==> run_1/cell_density.png <==
The die is cut into 8 by 9 equal tiles; black is low, pale yellow is high, 0 to 100% covered.
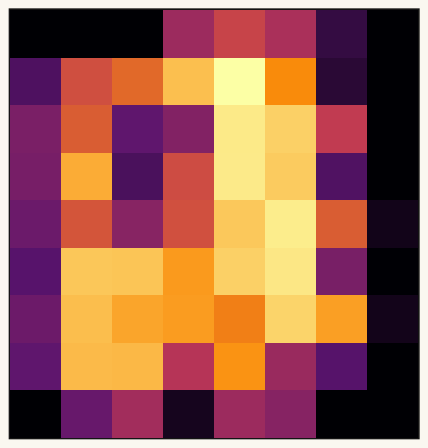
==> run_1/logic_types.png <==
Scale bar: 10 um.
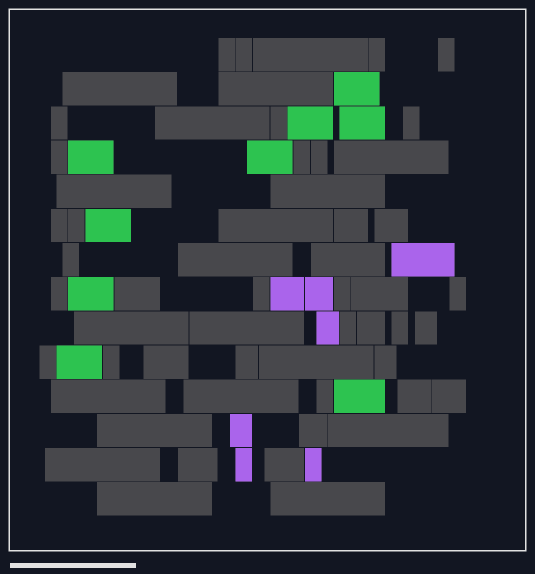
==> run_1/layer_met3.png <==
Scale bar: 10 um.
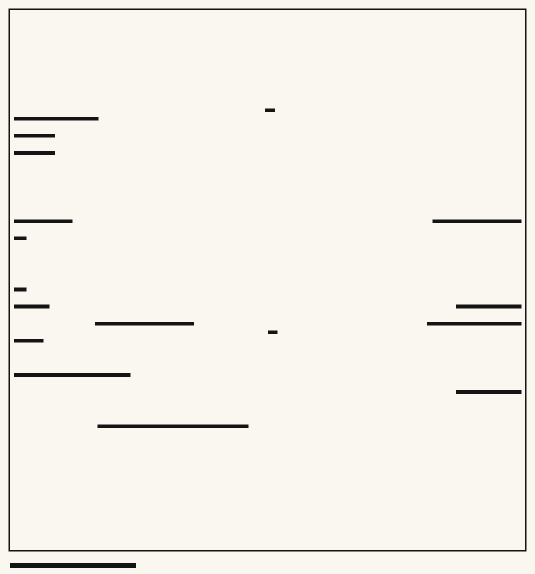
Design pulse_meas_ctrl, sky130hd; sources not shown.
==> run summary, run 1 <==
Flow results are below.

- The setup slack of the most critical reg-to-reg path is 0.16 ns, for reference.
- For this design, the slowest cell found on the critical path is sky130_fd_sc_hd__or3_2.
- The startpoint type of the worst setup path is a flop, for reference.
- The clock tree root buffer cell is sky130_fd_sc_hd__clkbuf_16, for reference.
- Input and output buffers added on the ports amount to 0.
- In this run the most used layer during global routing was met2.
- The worst-case clock buffer depth is 2, for reference.
- The post-synthesis instance area is approximately 700 um^2, for reference.
- The mean instance size in the synthesized netlist is 10.72 um^2, for reference.
- The vertical die dimension is roughly 43 um, for reference.
- The synthesis-to-finish area growth is 16.90%, for reference.
- Per the post-synthesis report, the nets total 81.
- STA classifies the critical path endpoint as a primary output.
- The number of setup buffers added after CTS is 0.
- The clock tree has to reach 16 sinks.
- The commonest cells after synthesis are sky130_fd_sc_hd__dfrtp_1, sky130_fd_sc_hd__inv_1, sky130_fd_sc_hd__nor2_1, sky130_fd_sc_hd__mux2i_1, sky130_fd_sc_hd__nor3_1.
- At the worst endpoint, the required time is 1.23 ns.
- The number of cells in Yosys stat is 67, for reference.
- The register area share after synthesis is 55.75%, for reference.
- The met2 capacity usage during global routing is around 28%, for reference.
- The via count normalized by instance count is 5.364, for reference.
- The buffers plus inverters on the worst setup path is 0, for reference.
- The worst hold path depth is 2, for reference.
- Entering global routing, the biggest net connects 17 pins.
- The proportion of layout cells with a drive suffix above 1 is a little under a fifth, for reference.
- The global routing report lists met1 layer usage as a little over 20%.
- The total of max-cap violations is 0, for reference.
- The run finished with clean final reports.
- The aggregate global-route resource usage is a little under a fifth, for reference.
- Counting flops with a built-in enable in the synthesized netlist gives 0.
- The final report gives the standard cell area, fillers excluded, as 839.6 um^2.
- The final-report max-slew violation count is 0, for reference.
- The synthesized netlist handed to floorplanning was reported with a cell count of ~67.
- The min-delay analysis places its worst path in the category input port to flop.
- The synthesis stat section lists a flop and latch total of 16.
## Picture notes: cell_density.png
The densest ninth of the die: center. The mean over all tiles is 47%. 31% of the tiles are over 75% full.
final design utilization: 60.67%
Floorplan Core Area: 1384 um^2
floorplan-stage core utilization: 51.90%

## Picture notes: logic_types.png
Key: nand cells = purple [cells 7]; mux cells = green [cells 9]
commonest non-fill, non-tap cell in the layout: sky130_fd_sc_hd__dfrtp_1
proportion of cell area occupied by multi-input gates: 30.85%
Finished Layout Cells: 88

## Picture notes: layer_met3.png
14 nets have wire on it. The longest straight run is 11.7 um. The layer holds 5.9% of the routed length. The wires run mostly horizontal.
total wirelength of the detailed-routed design: 1276 um
vias after detailed routing: 472
fraction of met3 tracks used by global routing: 7.330%

## run 1: power breakdown
group          internal (uW)  leakage [uW]  switching, uW  total, uW
registers                625      0.000173            172        797
logic                    175      0.000182            181        356
clock network            361     0.0000370            157        518
total                   1160      0.000393            510       1670
## run 1: through the flow
stage / worst slack, ns / instances
final: 0.05553 / 88
after global routing: 0.02138 / 88
after detailed placement: 0.1607 / 83
after global placement: 0.2313 / 83
after floorplan: 0.2386 / 67
after CTS: 0.03281 / 88
## run 1: cell usage in the layout, fill, tap and decap left out, drive strengths merged, types with 2 or more instances in the layout
| master | n |
|---|---|
| dfrtp | 16 |
| inv | 11 |
| nor2 | 10 |
| mux2i | 8 |
| nor3 | 4 |
| clkbuf | 3 |
| buf | 3 |
| a31oi | 2 |
| nand3 | 2 |
| nand2 | 2 |
| dlygate4sd3 | 2 |
| nand2b | 2 |
## run 1: routing by layer
metal	share of wire, %	up-vias
li1	-	224
met1	39	227
met2	52	16
met3	5.9	5
met4	3.4	0
met5	0	-
## run 1: kinds of logic (layout without fill, tap and decap cells)
logic type	count (synthesis)	in the layout	share of synthesized area (%)
flip-flops	16	16	55.75
AND-OR/OR-AND	4	4	4.181
other	1	1	0.5221
buffers and inverters	14	19	8.885
multiplexers	9	9	12.72
AND/OR/NAND/NOR	23	23	17.95
## run 1: repair_timing
item | CTS | global route
hold buffers | 2 | 0
endpoints found under the setup margin | 0 | 1
endpoints found under the hold margin | 17 | 0
gates resized | 0 | 2
## run 1: cell type report
| cell class | instances | area [um^2] |
|---|---|---|
| Sequential cell | 16 | 401.6 |
| Inverter | 11 | 41.29 |
| Fill cell | 114 | 544.3 |
| Clock buffer | 3 | 75.07 |
| Tap cell | 16 | 20.02 |
| Timing Repair Buffer | 5 | 42.54 |
| Multi-Input combinational cell | 37 | 259.0 |
==> run 2, diff against run 1 <==
--- a/config.mk
+++ b/config.mk
@@ -6,9 +6,10 @@
 export NUM_CORES = 1
 export LEC_CHECK = 0
 export ABC_CLOCK_PERIOD_IN_PS = 1450
-export CAP_MARGIN = 5
+export CAP_MARGIN = 40
 export CORE_AREA = 2 2 39 41
 export CTS_BUF_LIST = sky130_fd_sc_hd__clkbuf_16
+export CTS_CLUSTER_SIZE = 12
 export DETAILED_ROUTE_END_ITERATION = 8
 export DIE_AREA = 0 0 41 43
 export DONT_BUFFER_PORTS = 1
==> run_2/io_fan.png <==
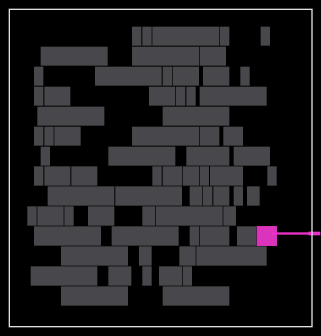
Key: `busy` = magenta [bits 1, direction output, edge right, end cells 1, buffers 0, wire 5.50 um]
IO buf count: 0
# IOs: 28

==> run_2/cell_density.png <==
The die is cut into 8 by 9 equal tiles; black is low, pale yellow is high, 0 to 100% covered.
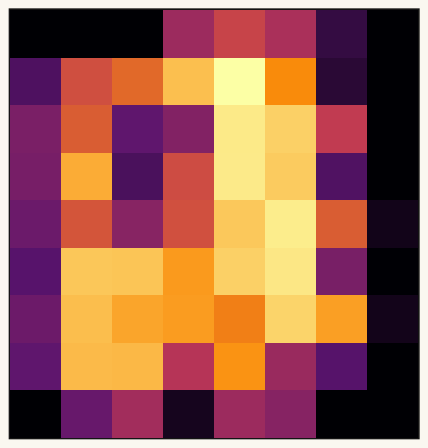
17% of the tiles are nearly empty. 31% of the tiles are over 75% full. The mean over all tiles is 47%. The densest ninth of the die: center.

==> run_2/layer_met3.png <==
Scale bar: 10 um.
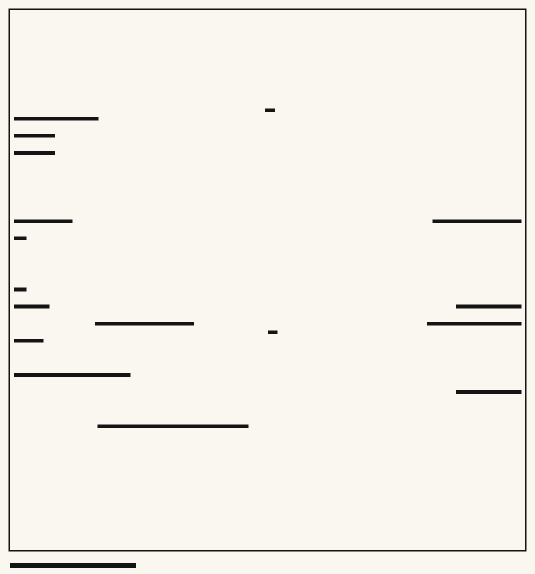

==> run 2 against run 1 <==
Against the previous run:
- clock power about the same
- largest power group unchanged
- sequential share of layout area unchanged
- area after synthesis stayed put
- final area stayed put
- sequential cell count stayed put
==> run summary, run 2 <==
Flow results are below.

- The global routing report lists combined usage of all routing layers as 18.53%.
- The count of mapped cells out of synthesis is 67, for reference.
- The half-perimeter wire length of the detailed placement result is 903.3 um, for reference.
- The mean instance size in the synthesized netlist is between 10 and 15 um^2, for reference.
- The mapped netlist covers about 700 um^2.
- The core footprint is between 1000 and 1500 um^2, for reference.
- For reference, the final report shows the max-slew violation count at 0.
- The via count is about 470, for reference.
- The tightest min-delay check is of the input port to flop type.
- The register area share after synthesis is 55.75%, for reference.
- The last timing report of the flow puts the setup violation total at 0.
- Counting every net in the synthesized netlist gives ~80.
- The register bit count reported by yosys is 16, for reference.
- Ranked by instance count, the synthesized netlist is headed by sky130_fd_sc_hd__dfrtp_1, sky130_fd_sc_hd__inv_1, sky130_fd_sc_hd__nor2_1, sky130_fd_sc_hd__mux2i_1, sky130_fd_sc_hd__nor3_1.
- TritonCTS built the clock tree.
- The worst-case clock buffer depth is 2, for reference.
- The synthesis-to-finish area growth is 16.90%, for reference.
- Entering global routing, the biggest net connects 17 pins.
- Hold analysis shows the worst path with a depth of 2.
- The largest clock skew in the final design is 0.001697 ns, for reference.
- In the routed layout, each cell is associated on average with a via count of roughly 5.4.
- Per the layout report, the design carries 114 filler cells.
- The post-synth count of flops with an enable pin is 0.
- The worst setup path is launched from a flop.
- The standard cell with the maximum stage delay on the critical path is sky130_fd_sc_hd__or3_2, for reference.
- Looking at the clock tree report, the root buffer type is sky130_fd_sc_hd__clkbuf_16.
- The script reports the combined buffer and inverter count of the critical path as 0.
- Leaving out fill and tap cells, the most frequent cells in the layout are sky130_fd_sc_hd__dfrtp_1, sky130_fd_sc_hd__inv_1, sky130_fd_sc_hd__nor2_1.
- According to the CTS report, the clock sink count is 16.
- The library cell used most frequently in the layout, excluding fill and tap cells, is sky130_fd_sc_hd__dfrtp_1.
- The number of cells in Yosys stat is roughly 67, for reference.
- The count of nets after finishing is 88, for reference.
- The worst path in the final design needs a cycle of 1.394 ns, including I/O delays and setup.
- The run finished with clean final reports.
- The die is 43 um tall.
- Per the run summary, max-cap violations total 0.
- The starting density of the core is around half, for reference.
- The proportion of layout cells with a drive suffix above 1 is about 18%, for reference.
- The number of DRC violations after detailed routing is 0, for reference.
run 2: cell counts in the layout (fill, tap and decap cells not counted):
No cell type changed its count.
run 2: timing repair:
item,in CTS,in global routing
endpoints found under the hold margin,17,0
buffers inserted,0,0
endpoints found under the setup margin,0,1
hold buffers,2,0
resized,0,2
run 2: layout make-up:
type / instances / area (um^2) / share of cell area, %
multi-input combinational: 37 / 259.0 / 30.85
sequential: 16 / 401.6 / 47.84
timing repair buffer: 5 / 42.54 / 5.067
inverter: 11 / 41.29 / 4.918
tap: 16 / 20.02 / 2.385
clock buffer: 3 / 75.07 / 8.942
run 2: cell families after synthesis:
group	Yosys count	synth area share, %
AND/OR/NAND/NOR	23	17.95
flip-flops	16	55.75
buffers and inverters	14	8.885
multiplexers	9	12.72
AND-OR/OR-AND	4	4.181
other	1	0.5221
run 2: through the flow:
step	hold slack [ns]	instance area (um^2)	setup slack [ns]	std cells	util, %
finish	0.1156	839.6	0.05553	88	60.67
global route	0.1261	839.6	0.02138	88	60.67
CTS	0.1184	833.3	0.03281	88	60.22
detailed placement	-0.07785	738.2	0.1607	83	53.35
global placement	-0.07775	738.2	0.2313	83	53.35
floorplan	-0.07809	718.2	0.2386	67	-
run 2: report_power, final:
part,total (uW),internal [uW],leakage [uW],switching [uW]
clock network,518,361,0.0000370,157
registers,797,625,0.000173,172
logic,356,175,0.000182,181
total,1670,1160,0.000393,510
run 2: layer usage:
metal	part of all wire, %	up-vias	global-route usage, %
li1	-	224	-
met1	39	227	20.64
met2	52	16	27.81
met3	5.9	5	7.330
met4	3.4	0	12.00
met5	0	-	0
Power is estimated from default activity; no workload was simulated.
